File: src/rtl/serial_adder_pkg.sv
// Shared types and constants for the bit-serial adder controller.
package serial_adder_pkg;

    localparam int unsigned SA_DEFAULT_N = 8;

    typedef enum logic [1:0] {
        IDLE,
        RUN,
        DONE
    } state_t;

endpackage

File: src/rtl/serial_adder_ctrl_full_adder.sv
// Gate-level one-bit full adder cell, time-multiplexed by serial_adder_ctrl.
module full_adder (
    input  logic a,
    input  logic b,
    input  logic cin,
    output logic s,
    output logic cout
);

    logic axb;

    assign axb  = a ^ b;
    assign s    = axb ^ cin;
    assign cout = (a & b) | (cin & axb);

endmodule

File: src/rtl/serial_adder_ctrl.sv
// Bit-serial N-bit adder: one full_adder reused over N cycles, LSB first.
// Define SERIAL_ADDER_OVERFLOW_EN to add the registered signed-overflow output o_overflow.
module serial_adder_ctrl
    import serial_adder_pkg::*;
#(
    parameter int unsigned N = SA_DEFAULT_N
) (
    input  logic         i_clk,
    input  logic         i_reset,
    input  logic         i_valid,
    output logic         o_ready,
    input  logic [N-1:0] i_a,
    input  logic [N-1:0] i_b,
    input  logic         i_carry_in,
    output logic         o_valid,
    input  logic         i_ready,
    output logic [N-1:0] o_s,
    output logic         o_carry_out
`ifdef SERIAL_ADDER_OVERFLOW_EN
    ,
    output logic         o_overflow
`endif
);

    localparam int unsigned CW = $clog2(N);

    state_t        state;
    state_t        next_state;
    logic [N-1:0]  a_sr;
    logic [N-1:0]  b_sr;
    logic [N-1:0]  result;
    logic          carry;
    logic [CW-1:0] count;
    logic          last;
    logic          fa_s;
    logic          fa_cout;

    assign last = (count == CW'(N - 1));

    full_adder u_fa (
        .a    (a_sr[0]),
        .b    (b_sr[0]),
        .cin  (carry),
        .s    (fa_s),
        .cout (fa_cout)
    );

    always_ff @(posedge i_clk or posedge i_reset) begin
        if (i_reset) begin
            state <= IDLE;
        end else begin
            state <= next_state;
        end
    end

    always_comb begin
        next_state = state;
        o_ready    = 1'b0;
        o_valid    = 1'b0;
        case (state)
            IDLE: begin
                o_ready = 1'b1;
                if (i_valid) next_state = RUN;
            end
            RUN: begin
                if (last) next_state = DONE;
            end
            DONE: begin
                o_valid = 1'b1;
                if (i_ready) next_state = IDLE;
            end
            default: next_state = IDLE;
        endcase
    end

    // Carry flop doubles as the carry-out once the last bit has been added.
    always_ff @(posedge i_clk or posedge i_reset) begin
        if (i_reset) begin
            a_sr   <= '0;
            b_sr   <= '0;
            result <= '0;
            carry  <= 1'b0;
            count  <= '0;
        end else begin
            case (state)
                IDLE: begin
                    if (i_valid) begin
                        a_sr   <= i_a;
                        b_sr   <= i_b;
                        carry  <= i_carry_in;
                        result <= '0;
                        count  <= '0;
                    end
                end
                RUN: begin
                    result <= {fa_s, result[N-1:1]};
                    a_sr   <= {1'b0, a_sr[N-1:1]};
                    b_sr   <= {1'b0, b_sr[N-1:1]};
                    carry  <= fa_cout;
                    count  <= count + CW'(1);
                end
                default: ;
            endcase
        end
    end

    assign o_s         = result;
    assign o_carry_out = carry;

`ifdef SERIAL_ADDER_OVERFLOW_EN
    logic overflow;

    always_ff @(posedge i_clk or posedge i_reset) begin
        if (i_reset) begin
            overflow <= 1'b0;
        end else if (state == RUN && last) begin
            overflow <= carry ^ fa_cout;
        end
    end

    assign o_overflow = overflow;
`endif

endmodule

File: config.mk
export PLATFORM = sky130hd
export DESIGN_NAME = serial_adder_ctrl
export DESIGN_NICKNAME = d
export VERILOG_FILES = /design/src/rtl/serial_adder_pkg.sv /design/src/rtl/serial_adder_ctrl_full_adder.sv /design/src/rtl/serial_adder_ctrl.sv
export SDC_FILE = /design/constraint.sdc
export NUM_CORES = 1
export LEC_CHECK = 0
export CORE_MARGIN = 1
export CORE_UTILIZATION = 53
export DETAILED_ROUTE_END_ITERATION = 8
export GPL_ROUTABILITY_DRIVEN = 0
export PLACE_DENSITY = 0.83
export SLEW_MARGIN = 20
export SYNTH_ARGS = -nofsm -noshare
export SYNTH_HDL_FRONTEND = slang
export SYNTH_HIERARCHICAL = 1
export SYNTH_SLANG_ARGS = --single-unit
File: constraint.sdc
create_clock -name i_clk -period 2.5 [get_ports i_clk]
set_input_delay 0.5 -clock i_clk [delete_from_list [all_inputs] [get_ports i_clk]]
set_output_delay 0.5 -clock i_clk [all_outputs]
set_load 0.02 [all_outputs]
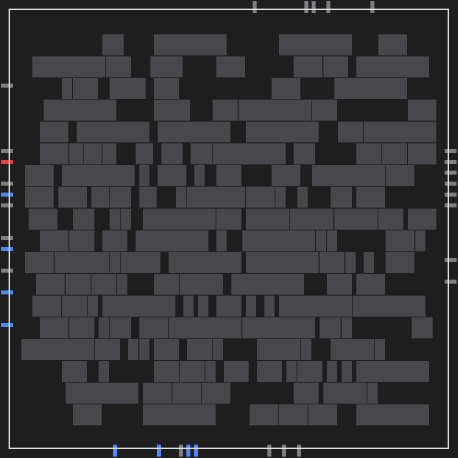
*Pin map*
Drawn at 8 px/um. Pins as bars across the die edge, other pins in gray.
Red stands for o_valid, pins 1, direction output, edge west. Blue stands for i_a, pins 8, direction input, edge 4 south, 4 west.

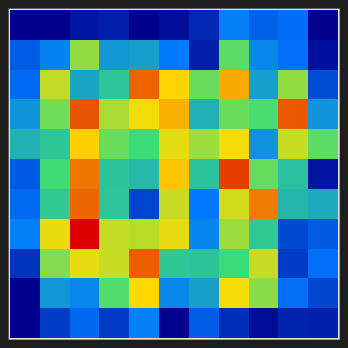
*Wire density map*
Drawn at 6 px/um. The die is cut into 11 by 11 equal tiles; dark blue is low, red is high, scaled to the fullest tile. Values are wire area over tile area, all layers added.
5.8% of the tiles are nearly empty. The mean over all tiles is 0.14. The fullest tile reaches 0.34.

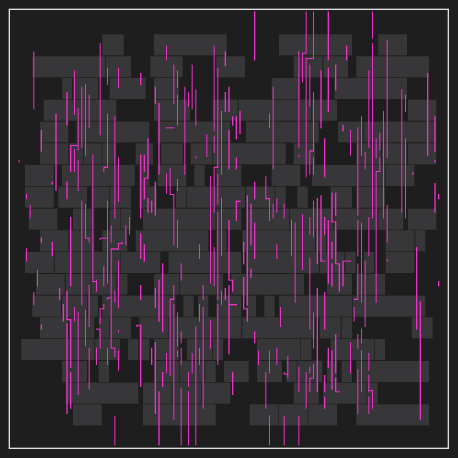
*Met2 routing*
Drawn at 8 px/um.
The layer carries 1210 um of wire. The longest straight run is 21.8 um. The wires run mostly vertical.

==> flow_metrics.env <==
# yosys + openroad results
export IMPL_dpl_instance_area_mm2=0.001780
export IMPL_min_path_type="flip-flop to flip-flop"
export IMPL_synthTopCellsByCount="30 x dfrtp_1, 18 x inv_1, 15 x nor2_1"
export IMPL_seqCellArea_um2=750.7
export IMPL_boundaryPins=32
export IMPL_synthSimpleGateAreaFrac=0.1437
export IMPL_drive_gt1_frac=0.1258
export IMPL_place_ws_ns=0.5112
export IMPL_synth_edff_count=0
export IMPL_synthTopLogicFamily="AND-OR/OR-AND gates"
export IMPL_die_w_um=54.69
export IMPL_post_dp_hpwl_um=1811
export IMPL_hold_worst_slack_ns=0.5129
export IMPL_die_area_mm2=0.002991
export IMPL_grt_pass1_wl_um=4360
export IMPL_fillCellCount=194
export IMPL_netlist_area_leader_share=0.5102
export IMPL_fin_setup_tns_ns=0
export IMPL_top_cells_by_area="dfrtp_1 51%, nor4b_1 8.3%, a221oi_2 7.1%"
export IMPL_slowest_delay_ns=0.66
export IMPL_rows=18
export IMPL_status="finished clean"
export IMPL_sh_seq_area=0.4079
export IMPL_route_met3_wl_um=102
export IMPL_powerSeq_uw=845
export IMPL_gr_total_overflow=0
export IMPL_fin_nets=182
export IMPL_comb_cell_share=0.3175
export IMPL_syn_instance_count=128
export IMPL_worst_r2r_cell_count=3
export IMPL_ys_sh_xor=0
export IMPL_cp_cell_sequence="nor2_1, clkdlybuf4s50_1"
export IMPL_top_cell="dfrtp_1"
export IMPL_num_vias=1097
export IMPL_post_route_period_util=0.8563
export IMPL_antenna_found_initial=0
export IMPL_wirelength_um=2713
export IMPL_cts_tree="yes"
export IMPL_grt_max_degree=33
export IMPL_slew_headroom=0.5095
export IMPL_cts_made_buffers=5
export IMPL_drv_slew=0
worst reg2reg max path, cell delays in order (launching register included):
cell      delay [ns]
dfrtp_1         0.40
buf_4           0.25
o21bai_4        0.64
a222oi_1        0.24
metrics by stage:
stage / power [mW] / cells
detailed placement: 1.845 / 181
global placement: 1.802 / 181
finish: 2.121 / 189
CTS: 2.145 / 189
global route: 2.302 / 189
floorplan: 1.573 / 128
worst max-delay path by stage:
stage	startpoint	end	slack (ns)	depth (start not counted)
final	state[1]	o_ready	0.36	2
after global placement	i_valid	o_carry_out	0.53	3
after detailed placement	i_valid	o_carry_out	0.51	3
after CTS	state[1]	o_ready	0.33	2
after global routing	state[1]	o_ready	0.28	2
after floorplan	state[1]	o_valid	1.05	2
Power figures rest on the tool's default switching activity, not on a simulated workload.
